==> config.mk <==
export PLATFORM = sky130hd
export DESIGN_NAME = cw_sample_reader
export DESIGN_NICKNAME = d
export VERILOG_FILES = /design/src/rtl/cw_sample_reader.sv
export SDC_FILE = /design/constraint.sdc
export NUM_CORES = 1
export LEC_CHECK = 0
export ABC_CLOCK_PERIOD_IN_PS = 4230
export CORE_MARGIN = 2
export CORE_UTILIZATION = 53
export DETAILED_ROUTE_END_ITERATION = 8
export PLACE_DENSITY = 0.8
export SYNTH_ARGS = -nofsm -noshare
export SYNTH_HDL_FRONTEND = slang
export SYNTH_SLANG_ARGS = --single-unit
==> constraint.sdc <==
create_clock -name trig_clk -period 4.23 [get_ports trig_clk]
set_clock_uncertainty 0.05 [all_clocks]
set_input_delay 0.846 -clock trig_clk [delete_from_list [all_inputs] [get_ports trig_clk]]
set_output_delay 0.846 -clock trig_clk [all_outputs]
set_load 0.01 [all_outputs]
Fig. 1: cells by drive strength
Drawn at 1.5 px/µm.
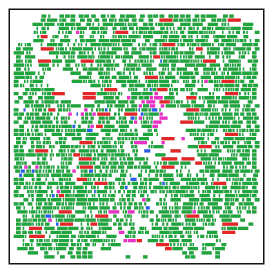
_6 and larger: marked red, cells 56, share 2.8%, most used clkbuf_16. _0 and _1 cells: marked green, cells 1875, share 94%, most used dfxtp_1. _3 and _4 cells: marked magenta, cells 37, share 1.9%, most used buf_4. _2 cells: marked blue, cells 24, share 1.2%, most used or2_2.
smallest setup slack after layout: 0.1150 ns
Buffers excl. clock: 285
design area: 18380 µm²
layout-stage area growth over the synthesis result: 27.88%

Fig. 2: layout detail
Region (59, 93) to (109, 143) µm. Cells in grey, sequential cells in the stronger grey; small squares are vias.
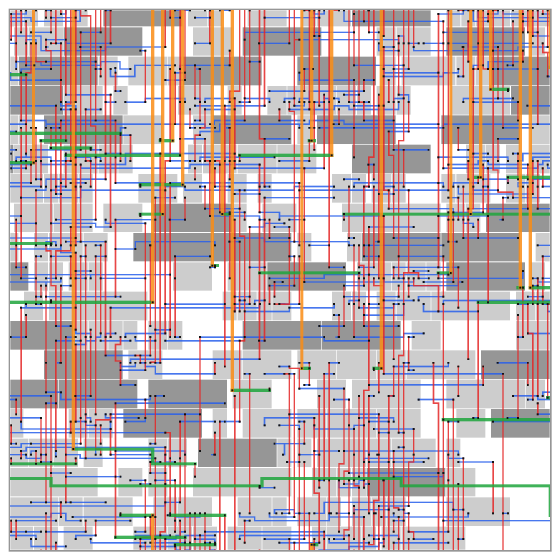
metal 4: marked orange. metal 1: marked blue. metal 3: marked green. metal 2: marked red.
222 logic cells have their middle in the window. Sequential cells in the window: 35. Most frequent: nand2_1 (40), dfxtp_1 (35), a21oi_1 (20).

Fig. 3: wiring heat map
Drawn at 2 px/µm. 34 x 34 tiles, from dark purple (low) to yellow (high), scaled to the fullest tile. Values are wire area over tile area, all layers added.
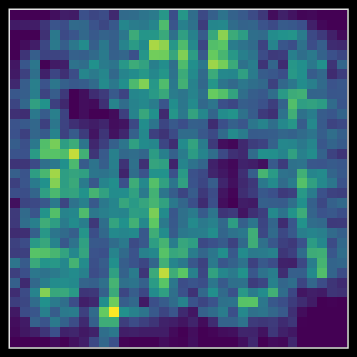
The mean over all tiles is 0.23. 17% of the tiles are over half the peak. 5.6% of the tiles are nearly empty.
Vias: 13764
Total Routed Length: 39.80 mm
routed wire length per instance: 17.05 µm
Overall Global Routing Usage: 26.97%

Fig. 4: placed standard cells
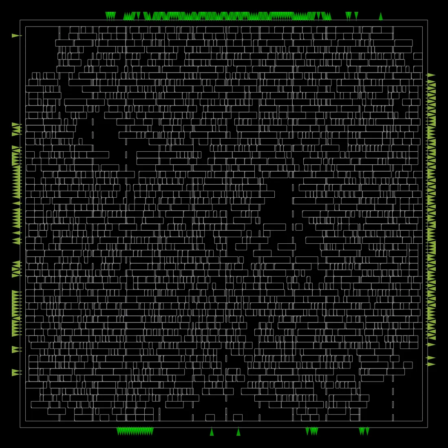
number of non-filler instances in the completed layout: 2334
fraction of area in registers: 35.19%
final core utilization: 68.56%
Cell Rows: 60
number of sequential storage elements: 323

==> flow_metrics.env <==
# source this file to load flow results
export IMPL_status="complete, no violations"
export IMPL_critical_path_peak_fanout=2
export IMPL_finalHoldViolations=0
export IMPL_cp_slowest_cell="clkdlybuf4s50_1"
export IMPL_die_y_extent_um=168.7
export IMPL_taps=341
export IMPL_diodes=1
export IMPL_dpl_instance_area_um2=17140
export IMPL_global_route_wire_length_before_repair_mm=64.07
export IMPL_drt_pre_antenna_iters=7
export IMPL_synthesis_yosys_warnings=0
export IMPL_min_delay_path_class="flop to flop"
export IMPL_design_final_nets=2105
export IMPL_syn_area_per_cell_um2=8.063
export IMPL_cp_start_kind="input port"
export IMPL_irDropWorstVdd_mv=0.2882
export IMPL_relative_contribution_of_sequential_cells_to_total_power_pct=46.7
export IMPL_period_used_pct=97.28
export IMPL_pre_cts_slack_ns=-0.3677
export IMPL_nMultiInputCombCells=1291
export IMPL_maxSlewViolCount=0
export IMPL_vias_per_cell=5.897
export IMPL_syn_num_nets=1921
export IMPL_p_seq_mw=3.09
export IMPL_clk_pin_slew_ns=0.06
export IMPL_wl_met3_mm=2.503
export IMPL_number_of_antenna_violations_at_the_first_check_in_global_routing=1
export IMPL_clock_sinks=323
export IMPL_ordered_list_of_cells_on_the_worst_path="clkdlybuf4s50_1 -> nand2_2 -> inv_2 -> ha_4 -> inv_1 -> ha_1 -> a21oi_2 -> xor2_1 -> nand3_1 -> a211o_1 -> or2_1 -> inv_2 -> buf_2"
export IMPL_pwr_group_combinational_mw=0.356
export IMPL_total_leakage_power_nw=6.399
export IMPL_cts_root_buffer_cell="clkbuf_16"
export IMPL_post_cts_resized_instances=5
export IMPL_max_slew_worst_pin_slew_ns=0.8730
export IMPL_total_power_mw=6.607
export IMPL_hold_bufs_inserted_after_cts=0
export IMPL_max_cap_violations=0
export IMPL_combinational_area_um2=7311
export IMPL_port_buffer_count=256
export IMPL_largestClassByArea="combinational gates"
export IMPL_power_density_cell_area_nw_per_um2=359.5
export IMPL_slew_limit_headroom_pct=41.80
export IMPL_comb_share_pct=39.79
export IMPL_synth_distinct_cells=66
export IMPL_finalSetupViolCount=0
export IMPL_top_power_group="the clock network"
export IMPL_drive_above_1_share_pct=5.873
export IMPL_wl_met1_mm=16.90
export IMPL_power_switching_fraction_pct=21.57
export IMPL_clk_insertion_delay_late_ns=0.50
export IMPL_post_cts_repair_setup_buffers=0
export IMPL_timing_reg2reg_worst_path_depth=13
export IMPL_category_of_cells_accounting_for_the_largest_share_of_critical_path_delay="buffers and inverters"
export IMPL_pin_count_of_the_biggest_net_entering_global_routing=185
export IMPL_placeableCoreArea_um2=26800
export IMPL_postSynthCellCount=1782
export IMPL_drc=0
export IMPL_tritoncts="built"
export IMPL_edf_count=0
export IMPL_tns_ns=0
export IMPL_die_width_um=168.7
export IMPL_warnings=31
export IMPL_post_dp_hpwl_mm=26.15
export IMPL_cp_slowest_stage_delay_ns=0.42
export IMPL_layout_top_cells_excl_fill_tap="dfxtp_1 (323), nand2_1 (318), clkdlybuf4s50_1 (255)"
export IMPL_setup_repair_after_global_routing_missed_its_margin="false"
export IMPL_synth_flops=323
export IMPL_cp_buffers_inverters=5
export IMPL_min_path_cells=2
export IMPL_synth_area_um2=14370
export IMPL_globalplace_congestion=0.9026
export IMPL_worst_endpoint_arrival_ns=3.22
export IMPL_worst_setup_path_type="input port to primary output"
export IMPL_tritoncts_num_buffers=35
export IMPL_timing_critical_path_to_type="primary output"
export IMPL_combinationalPowerShare_pct=5.4
export IMPL_overflow=0
export IMPL_p_sw_mw=1.425
export IMPL_area_leaders="dfxtp_1 (45%), nand2_1 (8.3%), a221oi_1 (6.7%), a21oi_1 (5.5%), nor2_1 (5.1%)"
export IMPL_num_io_pins=257
export IMPL_nonClockInverterCount=30
export IMPL_core_util_floorplan_pct=53.61
export IMPL_synth_async_sr_flop_share_pct=0
export IMPL_n_clock_buffer=54
export IMPL_grt_pass1_vias=12984
export IMPL_num_fill_cells=2157
export IMPL_clock_tree_buffer_depth=3
export IMPL_yosys_area_top_type="dfxtp_1"
export IMPL_top_cell_area_share_pct=45.00
export IMPL_routed_top_layer="met4"
export IMPL_synth_seq_share_pct=45.00
export IMPL_ff_latch_area_um2=6466
export IMPL_yosys_stat_cells=1782
export IMPL_final_common_cell="dfxtp_1"
export IMPL_critical_path_top_cell_by_count="inv_2"
export IMPL_yosys_area_um2=14370
export IMPL_cts_htree_levels=2
export IMPL_layout_buffer_nonclock_area_share_pct=15.44
export IMPL_route_antenna_remaining_nets=0
export IMPL_synthMostInstantiatedCell="dfxtp_1"
export IMPL_timing_critical_path_depth=13
-- cells by family (layout without fill, tap and decap cells) --
group | Yosys count | after routing | share of synthesized area [%]
flops | 323 | 323 | 45.00
fa+ha+maj | 27 | 27 | 2.351
buf+inv | 168 | 378 | 4.650
compound gates | 354 | 354 | 16.58
xor+xnor | 69 | 69 | 4.206
simple gates | 819 | 819 | 25.65
mux | 22 | 22 | 1.559
other cells | 0 | 1 | 0
-- through the flow --
stage               cells  hold WS (ns)
floorplan            1782        0.3861
global placement     2269        0.3907
detailed placement   2269        0.3961
CTS                  2332        0.4044
global route         2334        0.4169
finish               2334        0.4034
-- metal layers --
metal,up-vias,global-route usage (%)
li1,6630,-
met1,6500,34.66
met2,519,45.39
met3,115,3.811
met4,0,11.88
met5,-,0
